**Clock distribution**

(2 px per um)
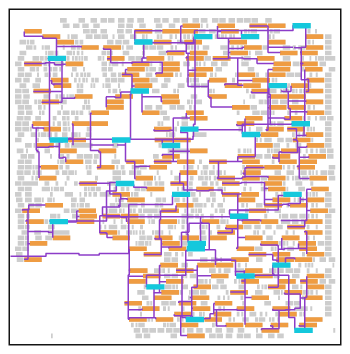
**Routing congestion map**

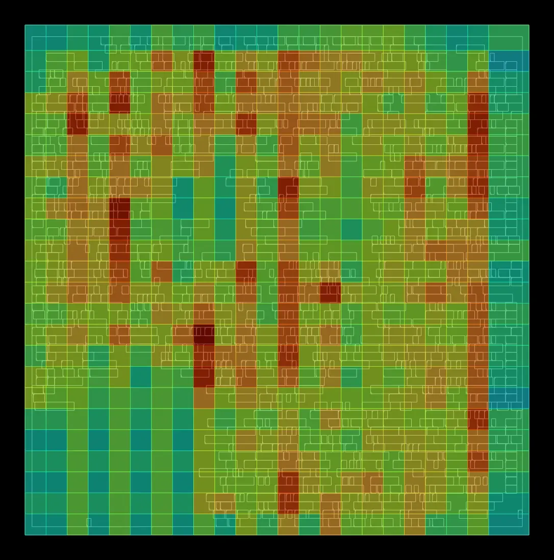
**Sequential cells coloured by netlist name**

(1.5 px per um) Other sequential cells in the stronger grey, the rest of the logic in the fainter grey.
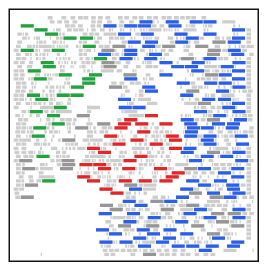
**M3 wires**

(1.5 px per um)
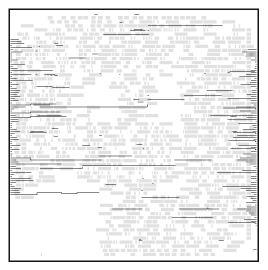
$ cat src/rtl/inst_dispatch_pkg.sv
// Shared types and constants for the instruction fetch/dispatch front end.
package inst_dispatch_pkg;

    localparam int          INSTR_W          = 32;
    localparam int          STAGE_W          = 3;
    localparam logic [31:0] DEFAULT_RESET_PC = 32'h0000_0000;

    typedef enum logic [2:0] {
        ST_IDLE,
        ST_REQ,
        ST_DATA,
        ST_HOLD,
        ST_GAP
    } state_t;

    function automatic logic [31:0] word_align(input logic [31:0] addr);
        return {addr[31:2], 2'b00};
    endfunction

endpackage

$ cat src/rtl/inst_dispatch_rr_slot_ptr.sv
// Round-robin slot pointer: advances on issue, reloads to the slot after
// the redirecting one.
module rr_slot_ptr #(
    parameter int NSLOT  = 4,
    parameter int SLOT_W = 2
) (
    input  logic              clk,
    input  logic              rst_n,
    input  logic              advance,
    input  logic              load,
    input  logic [SLOT_W-1:0] load_slot,
    output logic [SLOT_W-1:0] ptr
);

    // Explicit wrap so non-power-of-two slot counts still cycle correctly.
    function automatic logic [SLOT_W-1:0] succ(input logic [SLOT_W-1:0] s);
        return (s == SLOT_W'(NSLOT - 1)) ? '0 : s + 1'b1;
    endfunction

    always_ff @(posedge clk or negedge rst_n) begin
        if (!rst_n) begin
            ptr <= '0;
        end else if (load) begin
            ptr <= succ(load_slot);
        end else if (advance) begin
            ptr <= succ(ptr);
        end
    end

endmodule

$ cat src/rtl/inst_dispatch.sv
// Fetch-and-issue front end: owns the PC, reads imem and hands instructions
// round-robin to the pipe FSM slots, with redirect/flush on branches.
module inst_dispatch
    import inst_dispatch_pkg::*;
#(
    parameter int          NSLOT    = 4,
    parameter int          SLOT_W   = 2,
    parameter int          GAP      = 1,
    parameter logic [31:0] RESET_PC = DEFAULT_RESET_PC
) (
    input  logic                     clk,
    input  logic                     rst_n,
    input  logic                     start,
    input  logic [NSLOT-1:0]         slot_fetch_req,
    input  logic                     redirect_valid,
    input  logic [31:0]              redirect_pc,
    input  logic [SLOT_W-1:0]        redirect_slot,
    input  logic [STAGE_W-1:0]       redirect_stage,
    output logic                     imem_rd,
    output logic [31:0]              imem_addr,
    input  logic [INSTR_W-1:0]       imem_rdata,
    output logic [NSLOT-1:0]         slot_en,
    output logic [NSLOT-1:0]         slot_ack,
    output logic [NSLOT*INSTR_W-1:0] slot_instr,
    output logic                     flush,
    output logic [STAGE_W-1:0]       flush_pri,
    output logic [31:0]              pc,
    output logic [SLOT_W-1:0]        next_slot
);

    localparam logic [31:0] GAP_LAST = (GAP > 0) ? 32'(GAP - 1) : 32'd0;

    state_t               state, state_nxt;
    logic [31:0]          gap_cnt;
    logic [INSTR_W-1:0]   hold_q;
    logic [INSTR_W-1:0]   issue_data;
    logic                 issue;
    logic                 do_flush;

    rr_slot_ptr #(
        .NSLOT  (NSLOT),
        .SLOT_W (SLOT_W)
    ) u_ptr (
        .clk       (clk),
        .rst_n     (rst_n),
        .advance   (issue),
        .load      (redirect_valid),
        .load_slot (redirect_slot),
        .ptr       (next_slot)
    );

    assign imem_rd    = (state == ST_REQ);
    assign imem_addr  = pc;
    assign issue_data = (state == ST_HOLD) ? hold_q : imem_rdata;

    // Dropping start wins over everything; a redirect outside IDLE beats any issue.
    always_comb begin
        state_nxt = state;
        issue     = 1'b0;
        do_flush  = 1'b0;
        if (!start) begin
            state_nxt = ST_IDLE;
        end else if (state == ST_IDLE) begin
            state_nxt = ST_REQ;
        end else if (redirect_valid) begin
            state_nxt = ST_REQ;
            do_flush  = 1'b1;
        end else begin
            case (state)
                ST_REQ: state_nxt = ST_DATA;
                ST_DATA, ST_HOLD: begin
                    if (slot_fetch_req[next_slot]) begin
                        issue     = 1'b1;
                        state_nxt = (GAP == 0) ? ST_REQ : ST_GAP;
                    end else begin
                        state_nxt = ST_HOLD;
                    end
                end
                ST_GAP: begin
                    if (gap_cnt == GAP_LAST) begin
                        state_nxt = ST_REQ;
                    end
                end
                default: state_nxt = ST_IDLE;
            endcase
        end
    end

    always_ff @(posedge clk or negedge rst_n) begin
        if (!rst_n) begin
            state <= ST_IDLE;
        end else begin
            state <= state_nxt;
        end
    end

    always_ff @(posedge clk or negedge rst_n) begin
        if (!rst_n) begin
            pc         <= RESET_PC;
            gap_cnt    <= '0;
            hold_q     <= '0;
            slot_en    <= '0;
            slot_ack   <= '0;
            slot_instr <= '0;
            flush      <= 1'b0;
            flush_pri  <= '0;
        end else begin
            slot_en   <= {NSLOT{start}};
            flush     <= do_flush;
            flush_pri <= do_flush ? redirect_stage : '0;
            gap_cnt   <= (state == ST_GAP && state_nxt == ST_GAP) ? gap_cnt + 1'b1 : '0;
            if (state == ST_DATA && !issue) begin
                hold_q <= imem_rdata;
            end
            if (redirect_valid) begin
                pc <= word_align(redirect_pc);
            end else if (issue) begin
                pc <= pc + 32'd4;
            end
            for (int i = 0; i < NSLOT; i++) begin
                slot_ack[i] <= issue && (next_slot == SLOT_W'(i));
                if (issue && (next_slot == SLOT_W'(i))) begin
                    slot_instr[i*INSTR_W +: INSTR_W] <= issue_data;
                end
            end
        end
    end

endmodule

$ cat config.mk
export PLATFORM = sky130hd
export DESIGN_NAME = inst_dispatch
export DESIGN_NICKNAME = d
export VERILOG_FILES = /design/src/rtl/inst_dispatch_pkg.sv /design/src/rtl/inst_dispatch_rr_slot_ptr.sv /design/src/rtl/inst_dispatch.sv
export SDC_FILE = /design/constraint.sdc
export NUM_CORES = 1
export LEC_CHECK = 0
export CORE_AREA = 2 2 163 165
export CTS_CLUSTER_DIAMETER = 200
export DETAILED_ROUTE_END_ITERATION = 12
export DIE_AREA = 0 0 165 167
export PLACE_DENSITY = 0.68
export SLEW_MARGIN = 25
export SYNTH_ARGS = -nofsm -noshare
export SYNTH_HDL_FRONTEND = slang
export SYNTH_SLANG_ARGS = --single-unit
export TNS_END_PERCENT = 1
$ cat constraint.sdc
create_clock -name clk -period 5.42 [get_ports clk]
set_input_delay 0.542 -clock clk [delete_from_list [all_inputs] [get_ports clk]]
set_output_delay 0.542 -clock clk [all_outputs]
set_load 0.02 [all_outputs]
==> results.py <==
# Auto-generated metrics
metrics = {
    "global_route": {
        "grt_first_pass_wirelength_mm": 42.66,
        "antenna_found_initial": 0,
        "use_met1_pct": 26.52,
        "grt_max_degree": 140,
        "grt_pass1_vias": 7959,
    },
    "critical_path": {
        "path_depth": 5,
        "regToRegStartpoint": "u_ptr.ptr[0]$_DFFE_PN0N_",
        "path_buffers": 1,
        "reg2regPathDepth": 5,
        "crit_arrival_ns": 3.06,
        "startpoint_type": "register",
        "cp-end-kind": "register",
        "crit_end": "slot_instr[85]$_DFFE_PN0P_",
        "crit_path_cell_trace": "mux4_2 > and2_4 > nand2_2 > buf_4 > o21ai_0",
        "critPathKind": "register to register",
        "cp-startpoint": "u_ptr.ptr[0]$_DFFE_PN0N_",
        "cp_slowest_stage_delay_ns": 0.65,
        "crit_family": "simple AND/OR/NAND/NOR gates",
        "crit_required_ns": 5.80,
        "critPathSlowestCell": "mux4_2",
    },
    "layout": {
        "logic_gates": 642,
        "antenna_cells": 0,
        "clock_cell_area_share_pct": 6.294,
        "mostFrequentLayoutCells": "276 x clkdlybuf4s50_1, 236 x dfrtp_1, 183 x nand2_1",
        "logic_area_um2": 3790,
        "largest_cell_class": "flip-flops and latches",
        "fin_nets": 1289,
        "largest_reg_flops": 128,
        "lay_top_count": "clkdlybuf4s50_1",
        "largestRegisters": "slot_instr (128), gap_cnt (32), hold_q (32)",
        "drive_gt1_share_pct": 7.931,
        "nClkBuffers": 36,
        "fillers": 2296,
    },
    "timing": {
        "fmax_mhz": 373.1,
        "drv_slew": 0,
        "period_used_pct": 49.45,
        "relSlewSlack_pct": 37.70,
        "hold_violations": 0,
        "whs_ns": 0.02915,
    },
    "synthesis": {
        "yosys_warnings": 0,
        "synthArstFlopShare_pct": 100.0,
        "avgSynthCellArea_um2": 10.48,
        "synth-xor-area-share_pct": 2.825,
        "compound_area_share_pct": 10.47,
        "netlist_instances": 976,
        "synthTopLogicFamily": "simple AND/OR/NAND/NOR gates",
        "seq_area_frac_synth_pct": 57.72,
        "ys_dominant_reg_cell": "dfrtp_1",
        "yosysCellCount": 976,
        "top_area_cell": "dfrtp_1",
        "top_area_share_pct": 57.72,
    },
    "drt": {
        "top_layer_used": "met4",
        "antenna_left": 0,
        "drt_first_pass_iters": 7,
        "drc": 0,
        "viasPerCell": 5.107,
    },
    "flow_run": {
        "maxCapViolations": 0,
        "openroad.warnings": 34,
    },
    "pwr": {
        "p_seq_share_pct": 43.8,
        "internal_power_mw": 3.543,
        "p_comb_share_pct": 18.9,
        "peakVddDrop_mv": 0.2755,
        "powerDensity_nw_per_um2": 348.7,
        "p_leak_nw": 6.027,
        "pg_comb_mw": 0.916,
        "power_leader": "sequential cells",
    },
    "clocking": {
        "clk_pin_slew_ns": 0.06,
        "cts_max_level": 1,
        "numClockSinks": 236,
        "clock_tree.root_cell": "clkbuf_16",
        "cts_tree": "done",
        "cts_buffers": 25,
        "clock_path_buffers": 3,
    },
    "floorplanning": {
        "die_w_um": 165,
        "initCoreUtil_pct": 39.71,
        "die_h_um": 167,
        "die-area_um2": 27560,
        "core_um2": 25760,
        "tap_cells": 335,
    },
    "place": {
        "gp_congestion": 0.7883,
        "dpl-instance-area_um2": 13010,
    },
    "min_path": {
        "hold_path.class": "input port to async pin",
    },
    "status": {
        "status": "complete, no violations",
    },
}
Back to the opening pictures, 'clock distribution':
Key: orange = flip-flops [count 236]; cyan = clock drivers [count 25]; purple = clock wires [length 2990 um]
Position of the flops: widely spread.
Clk network pwr share: 37.3%
clk_lat worst skew: 0.52 ns
clk_skew: 0.009327 ns
Clock group: 1.81 mW

Back to the opening pictures, 'routing congestion map':
GRT Total Usage: 19.15%
Finished Core Util: 53.94%

Back to the opening pictures, 'sequential cells coloured by netlist name':
Key: red = gap_cnt [placed flops 32, where middle]; green = imem_addr [placed flops 30]; blue = slot_instr [placed flops 128]
Another 46 sequential cells are not coloured.
FF/Latch Area: 5906 um^2
flop share of the area: 42.50%
Seq group: 2.12 mW

Back to the opening pictures, 'M3 wires':
190 nets have wire on it. The layer carries 1820 um of wire.
drt total wl: 26.46 mm
GR Util met3: 3.861%
via count: 7957

Power is estimated from default activity; no workload was simulated.
